Run 1, clock wiring as the flow saved it:
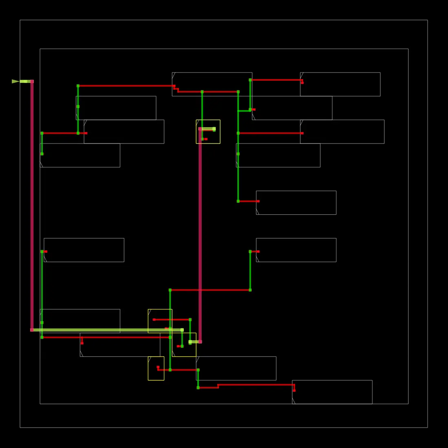
Run 1, wire density map:
Scale: 8 px per µm. 9 x 9 tiles, from dark purple (low) to yellow (high), scaled to the fullest tile. Values are wire area over tile area, all layers added.
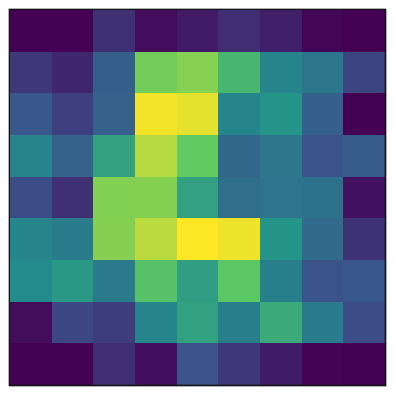
Run 1, placed cells, one color a class:
Scale: 10 px per µm.
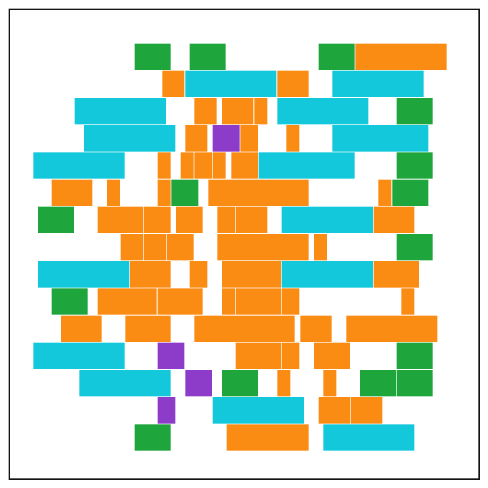
Run 1, drive-strength map:
Scale: 6 px per µm.
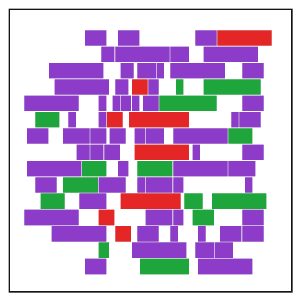
==> src/rtl/updown_pkg.sv <==
// Shared types and constants for the up/down step driver.
package updown_pkg;

  localparam int unsigned COUNT_W_DEF = 4;

  typedef enum logic [1:0] {
    IDLE = 2'd0,
    STEP = 2'd1,
    DONE = 2'd2
  } state_e;

  typedef enum logic {
    DIR_UP   = 1'b0,
    DIR_DOWN = 1'b1
  } dir_e;

endpackage

==> src/rtl/updown_step_driver_if.sv <==
// Control/pulse bundle between control logic (master) and the step driver (slave).
interface updown_step_driver_if #(
  parameter int unsigned COUNT_W = 4
);
  logic               load;
  logic [COUNT_W-1:0] target;
  logic               up;
  logic               down;
  logic               busy;
  logic               done;
  logic [COUNT_W-1:0] count_mirror;

  modport master (output load, output target,
                  input up, input down, input busy, input done, input count_mirror);
  modport slave  (input load, input target,
                  output up, output down, output busy, output done, output count_mirror);
endinterface

==> src/rtl/updown_dir_calc.sv <==
// Combinational direction and zero-distance decode from mirror and target.
// Macro UPDOWN_SHORTEST_PATH_EN selects modular shortest-path direction.
module updown_dir_calc
  import updown_pkg::*;
#(
  parameter int unsigned COUNT_W = COUNT_W_DEF
) (
  input  logic [COUNT_W-1:0] mirror,
  input  logic [COUNT_W-1:0] target,
  output dir_e               dir_c,
  output logic               zero_c
);

`ifdef UPDOWN_SHORTEST_PATH_EN
  localparam logic [COUNT_W-1:0] HALF = {1'b1, {(COUNT_W-1){1'b0}}};
  logic [COUNT_W-1:0] d_up;

  // Exactly half the range resolves upward.
  always_comb begin
    d_up  = target - mirror;
    dir_c = (d_up <= HALF) ? DIR_UP : DIR_DOWN;
  end
`else
  always_comb begin
    dir_c = (target > mirror) ? DIR_UP : DIR_DOWN;
  end
`endif

  assign zero_c = (target == mirror);

endmodule

==> src/rtl/updown_step_driver.sv <==
// Drives single-cycle up/down pulses until a mirrored downstream counter reaches a target.
// Optional macro UPDOWN_SHORTEST_PATH_EN (see updown_dir_calc) picks modular shortest direction.
module updown_step_driver
  import updown_pkg::*;
#(
  parameter int unsigned COUNT_W = COUNT_W_DEF
) (
  input logic                clk,
  input logic                n_rst,
  updown_step_driver_if.slave bus
);

  state_e             state_q, state_d;
  dir_e               dir_q, dir_d;
  dir_e               dir_c;
  logic               zero_c;
  logic [COUNT_W-1:0] target_q, target_d;
  logic [COUNT_W-1:0] mirror_q, mirror_d;
  logic [COUNT_W-1:0] mirror_step;
  logic               up_q, up_d;
  logic               down_q, down_d;
  logic               busy_q, busy_d;
  logic               done_q, done_d;

  updown_dir_calc #(.COUNT_W(COUNT_W)) u_dir_calc (
    .mirror (mirror_q),
    .target (bus.target),
    .dir_c  (dir_c),
    .zero_c (zero_c)
  );

  // Mirror follows the pulse the downstream counter samples on this edge.
  assign mirror_step = mirror_q + COUNT_W'(up_q) - COUNT_W'(down_q);

  always_comb begin
    state_d  = state_q;
    dir_d    = dir_q;
    target_d = target_q;
    mirror_d = mirror_step;
    up_d     = 1'b0;
    down_d   = 1'b0;
    busy_d   = 1'b0;
    done_d   = 1'b0;
    unique case (state_q)
      IDLE, DONE: begin
        state_d = IDLE;
        if (bus.load) begin
          target_d = bus.target;
          if (zero_c) begin
            state_d = DONE;
            done_d  = 1'b1;
          end else begin
            state_d = STEP;
            dir_d   = dir_c;
            busy_d  = 1'b1;
            up_d    = (dir_c == DIR_UP);
            down_d  = (dir_c == DIR_DOWN);
          end
        end
      end
      STEP: begin
        if (mirror_step == target_q) begin
          state_d = DONE;
          done_d  = 1'b1;
        end else begin
          busy_d = 1'b1;
          up_d   = (dir_q == DIR_UP);
          down_d = (dir_q == DIR_DOWN);
        end
      end
      default: state_d = IDLE;
    endcase
  end

  always_ff @(posedge clk or negedge n_rst) begin
    if (!n_rst) begin
      state_q  <= IDLE;
      dir_q    <= DIR_UP;
      target_q <= '0;
      mirror_q <= '0;
      up_q     <= 1'b0;
      down_q   <= 1'b0;
      busy_q   <= 1'b0;
      done_q   <= 1'b0;
    end else begin
      state_q  <= state_d;
      dir_q    <= dir_d;
      target_q <= target_d;
      mirror_q <= mirror_d;
      up_q     <= up_d;
      down_q   <= down_d;
      busy_q   <= busy_d;
      done_q   <= done_d;
    end
  end

  assign bus.up           = up_q;
  assign bus.down         = down_q;
  assign bus.busy         = busy_q;
  assign bus.done         = done_q;
  assign bus.count_mirror = mirror_q;

endmodule

==> src/flat_wrapper.sv <==
// flat-port wrapper written by rule: the top's interface ports become plain ports
module updown_step_driver_flat import updown_pkg::*;
#(
  parameter int unsigned COUNT_W = COUNT_W_DEF
)
  (clk, n_rst, bus_load, bus_target, bus_up, bus_down, bus_busy, bus_done, bus_count_mirror);
  updown_step_driver_if #(.COUNT_W(COUNT_W)) bus_i ();
  input logic clk;
  input logic n_rst;
  input wire logic [$bits(bus_i.load)-1:0] bus_load;
  input wire logic [$bits(bus_i.target)-1:0] bus_target;
  output wire logic [$bits(bus_i.up)-1:0] bus_up;
  output wire logic [$bits(bus_i.down)-1:0] bus_down;
  output wire logic [$bits(bus_i.busy)-1:0] bus_busy;
  output wire logic [$bits(bus_i.done)-1:0] bus_done;
  output wire logic [$bits(bus_i.count_mirror)-1:0] bus_count_mirror;
  assign bus_i.load = bus_load;
  assign bus_i.target = bus_target;
  assign bus_up = bus_i.up;
  assign bus_down = bus_i.down;
  assign bus_busy = bus_i.busy;
  assign bus_done = bus_i.done;
  assign bus_count_mirror = bus_i.count_mirror;
  updown_step_driver #(.COUNT_W(COUNT_W)) u_core (.clk(clk), .n_rst(n_rst), .bus(bus_i));
endmodule
==> config.mk <==
export PLATFORM = sky130hd
export DESIGN_NAME = updown_step_driver_flat
export DESIGN_NICKNAME = d
export VERILOG_FILES = /design/src/rtl/updown_pkg.sv /design/src/rtl/updown_step_driver_if.sv /design/src/rtl/updown_dir_calc.sv /design/src/rtl/updown_step_driver.sv /design/src/flat_wrapper.sv
export SDC_FILE = /design/constraint.sdc
export NUM_CORES = 1
export LEC_CHECK = 0
export CAP_MARGIN = 5
export CORE_MARGIN = 2
export CORE_UTILIZATION = 45
export CTS_CLUSTER_DIAMETER = 50
export CTS_CLUSTER_SIZE = 12
export DETAILED_ROUTE_END_ITERATION = 8
export PLACE_DENSITY = 0.7
export SETUP_SLACK_MARGIN = 0.2
export SYNTH_ARGS = -nofsm -noshare
export SYNTH_HDL_FRONTEND = slang
export SYNTH_SLANG_ARGS = --single-unit
==> constraint.sdc <==
create_clock -name clk -period 2.5 [get_ports clk]
set_input_delay 0.375 -clock clk [delete_from_list [all_inputs] [get_ports clk]]
set_output_delay 0.375 -clock clk [all_outputs]
set_load 0.03 [all_outputs]
==> out/qor.yml, run 1 <==
logic_gates: 45
synth-main-ff-cell: "dfrtp_1"
area_delta_synth_final_pct: 32.27
netlist_logic_family_top: "adder cells"
final.fill_count: 158
fp_nets: 85
synthTopCellsByArea: "dfrtp_1 45%, ha_1 12%, mux2_2 5.5%"
most_common_cell: "dfrtp_1"
yosysWarnings: 0
io-pin-count: 15
die_area_mm2: 0.002194
syn_area_um2: 825.8
buffers_excl_clock: 15
dp_hpwl_um: 1150
cts_tree: "done"
status: "finished clean"
setup_slack_ns: 0.1093
adder_share: 0.1455
route.detailed.drc: 0
syn-mean-instance-area_um2: 11.97
dieWidth_um: 46.84
yosys.area_share.simple: 0.08788
drive_above_1_share: 0.2529
grt_pass1_wl_um: 2373
mostFrequentLayoutCell: "clkdlybuf4s50_1"
setup_viol: 0
synth_flops: 15
-- 'clock wiring as the flow saved it' (at the start) --
cts bufs inserted: 3
clk_lat worst skew: 0.29 ns
Sink Count: 15

-- 'wire density map' (at the start) --
emptiest ninth of the die: north-west
tiles over half the peak: 28%
fullest tile: 0.31

-- 'placed cells, one color a class' (at the start) --
legend:
  green:
    class: other buffers and delay cells
    cells: 15
  orange:
    class: all other logic
    cells: 53
  purple:
    class: clock drivers and dummy loads
    cells: 4
  cyan:
    class: flip-flops
    cells: 15

-- 'drive-strength map' (at the start) --
legend:
  red:
    size: drive 3 to 4
    cells: 8
    most_used: clkbuf_4
  green:
    size: drive 2
    cells: 14
    most_used: mux2_2
  purple:
    size: drive 1 or less
    cells: 65
    most_used: clkdlybuf4s50_1

--- run 2 (diff from run 1) ---
==> constraint.sdc (replaced) <==
create_clock -name clk -period 2.5 [get_ports clk]
set_input_delay 0.5 -clock clk [delete_from_list [all_inputs] [get_ports clk]]
set_output_delay 0.5 -clock clk [all_outputs]
set_load 0.03 [all_outputs]
Run 2, clock wiring as the flow saved it:
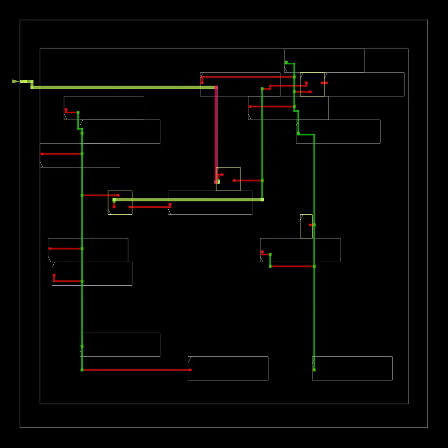
Setup Skew: 0.007306 ns

Run 2, placed cells, one color a class:
Scale: 10 px per µm.
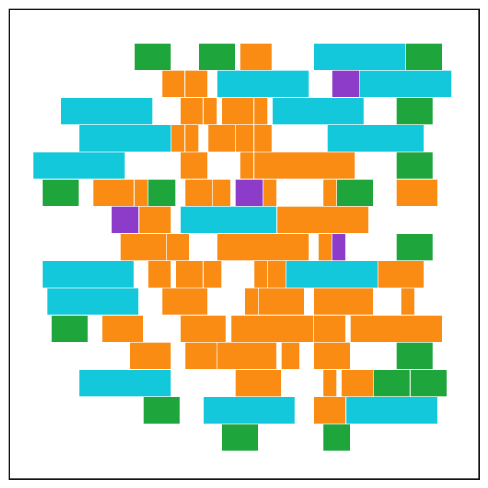
legend:
  cyan:
    class: flip-flops
    cells: 15
  orange:
    class: all other logic
    cells: 53
  green:
    class: other buffers and delay cells
    cells: 16
  purple:
    class: clock drivers and dummy loads
    cells: 4

==> run 2 against run 1 <==
  * Fmax up 6.8%
  * Cell area down 1.1%
  * Hold slack about the same
  * Critical endpoint is now u_core.bus.busy$_DFF_PN0_
  * Largest cell class unchanged
  * Highest routed layer unchanged
==> out/qor.yml, run 2 <==
buffer_area_frac: 0.1437
logic_gates: 45
drive_above_1_share: 0.2500
yosys.area_share.simple: 0.08788
hold_end: "u_core.bus.up$_DFF_PN0_"
final_area_mm2: 0.001080
mostFrequentLayoutCell: "clkdlybuf4s50_1"
synthMuxAreaShare: 0.05455
cp-endpoint: "u_core.bus.busy$_DFF_PN0_"
grt_pass1_wl_um: 2249
fp_util: 0.4783
clk_latency_ns: 0.28
fp_nets: 85
numCtsBuffers: 3
buffers_excl_clock: 16
dieWidth_um: 46.84
most_common_cell: "dfrtp_1"
final.fill_count: 155
io-pin-count: 15
netlist_logic_family_top: "adder cells"
die_area_mm2: 0.002194
syn_area_um2: 825.8
comb_area_um2: 459.2
syn_inst: 69
synth-main-ff-cell: "dfrtp_1"
rr_startpoint: "u_core.bus.down$_DFF_PN0_"
cts_num_sinks: 15
yosysWarnings: 0
status: "finished clean"
syn-mean-instance-area_um2: 11.97
adder_share: 0.1455
slowest_delay_ns: 0.55
route.detailed.drc: 0
clk_share: 0.02433
path_cells: "ha_4 > inv_2 > ha_4 > fa_2 > xor2_2 > a2111oi_4 > o21ai_0"
setup_viol: 0
area_delta_synth_final_pct: 30.76
dp_hpwl_um: 1139
grt_overflow: 0
synthTopCellsByArea: "dfrtp_1 45%, ha_1 12%, mux2_2 5.5%"
synth_flops: 15
cts_tree: "done"
--- run 3 (diff from run 2) ---
--- a/config.mk
+++ b/config.mk
@@ -5,13 +5,14 @@
 export SDC_FILE = /design/constraint.sdc
 export NUM_CORES = 1
 export LEC_CHECK = 0
+export ABC_AREA = 1
 export CAP_MARGIN = 5
 export CORE_MARGIN = 2
 export CORE_UTILIZATION = 45
-export CTS_CLUSTER_DIAMETER = 50
+export CTS_CLUSTER_DIAMETER = 40
 export CTS_CLUSTER_SIZE = 12
 export DETAILED_ROUTE_END_ITERATION = 8
-export PLACE_DENSITY = 0.7
+export PLACE_DENSITY = 0.69
 export SETUP_SLACK_MARGIN = 0.2
 export SYNTH_ARGS = -nofsm -noshare
 export SYNTH_HDL_FRONTEND = slang
Run 3, placed cells, one color a class:
Scale: 10 px per µm.
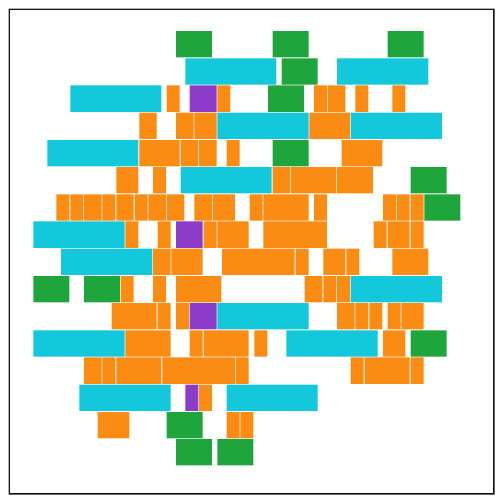
legend:
  green:
    class: other buffers and delay cells
    cells: 14
  purple:
    class: clock drivers and dummy loads
    cells: 4
  orange:
    class: all other logic
    cells: 82
  cyan:
    class: flip-flops
    cells: 15

Run 3, metal 3:
Scale: 8 px per µm. Cells faint in the background.
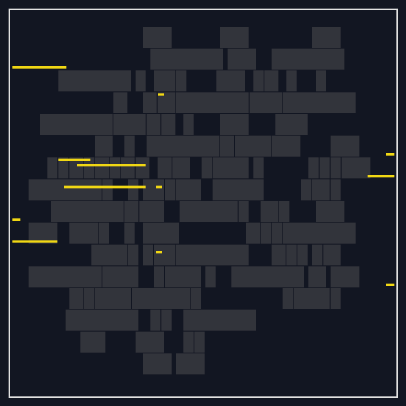
wire length on this layer: 39.5 µm
share of all routed wire: 2.5%
main direction: horizontal
longest straight run: 9.90 µm
nets with wire on the layer: 9

==> run 3 against run 2 <==
  * Via count grew 24%
  * Clock skew shrank 0.0048 ns
  * Global-route usage shrank 0.64 points
==> out/qor.yml, run 3 <==
status: "finished clean"
netlist_logic_family_top: "simple AND/OR/NAND/NOR gates"
io-pin-count: 15
synth_flops: 15
mostFrequentLayoutCell: "nand2_1"
setup_viol: 0
comb_area_um2: 442.9
drive_above_1_share: 0.1826
final_area_mm2: 0.001086
dp_hpwl_um: 1307
route.detailed.drc: 0
fp_nets: 113
die_area_mm2: 0.002333
syn_inst: 97
cts_num_sinks: 15
finClkSkew_ns: 0.002502
yosysWarnings: 0
most_common_cell: "nand2_1"
syn-mean-instance-area_um2: 9.107
path_cells: "ha_1 > inv_1 > ha_1 > fa_1 > xnor2_1 > nand2_2 > nor2_8 > nand3_4 > nand2_2 > o21ai_1"
area_delta_synth_final_pct: 22.95
slowest_delay_ns: 0.48
synth-main-ff-cell: "dfrtp_1"
dieWidth_um: 48.31
final.fill_count: 160
rr_startpoint: "u_core.bus.down$_DFF_PN0_"
numCtsBuffers: 3
yosys.area_share.simple: 0.2762
fp_util: 0.4645
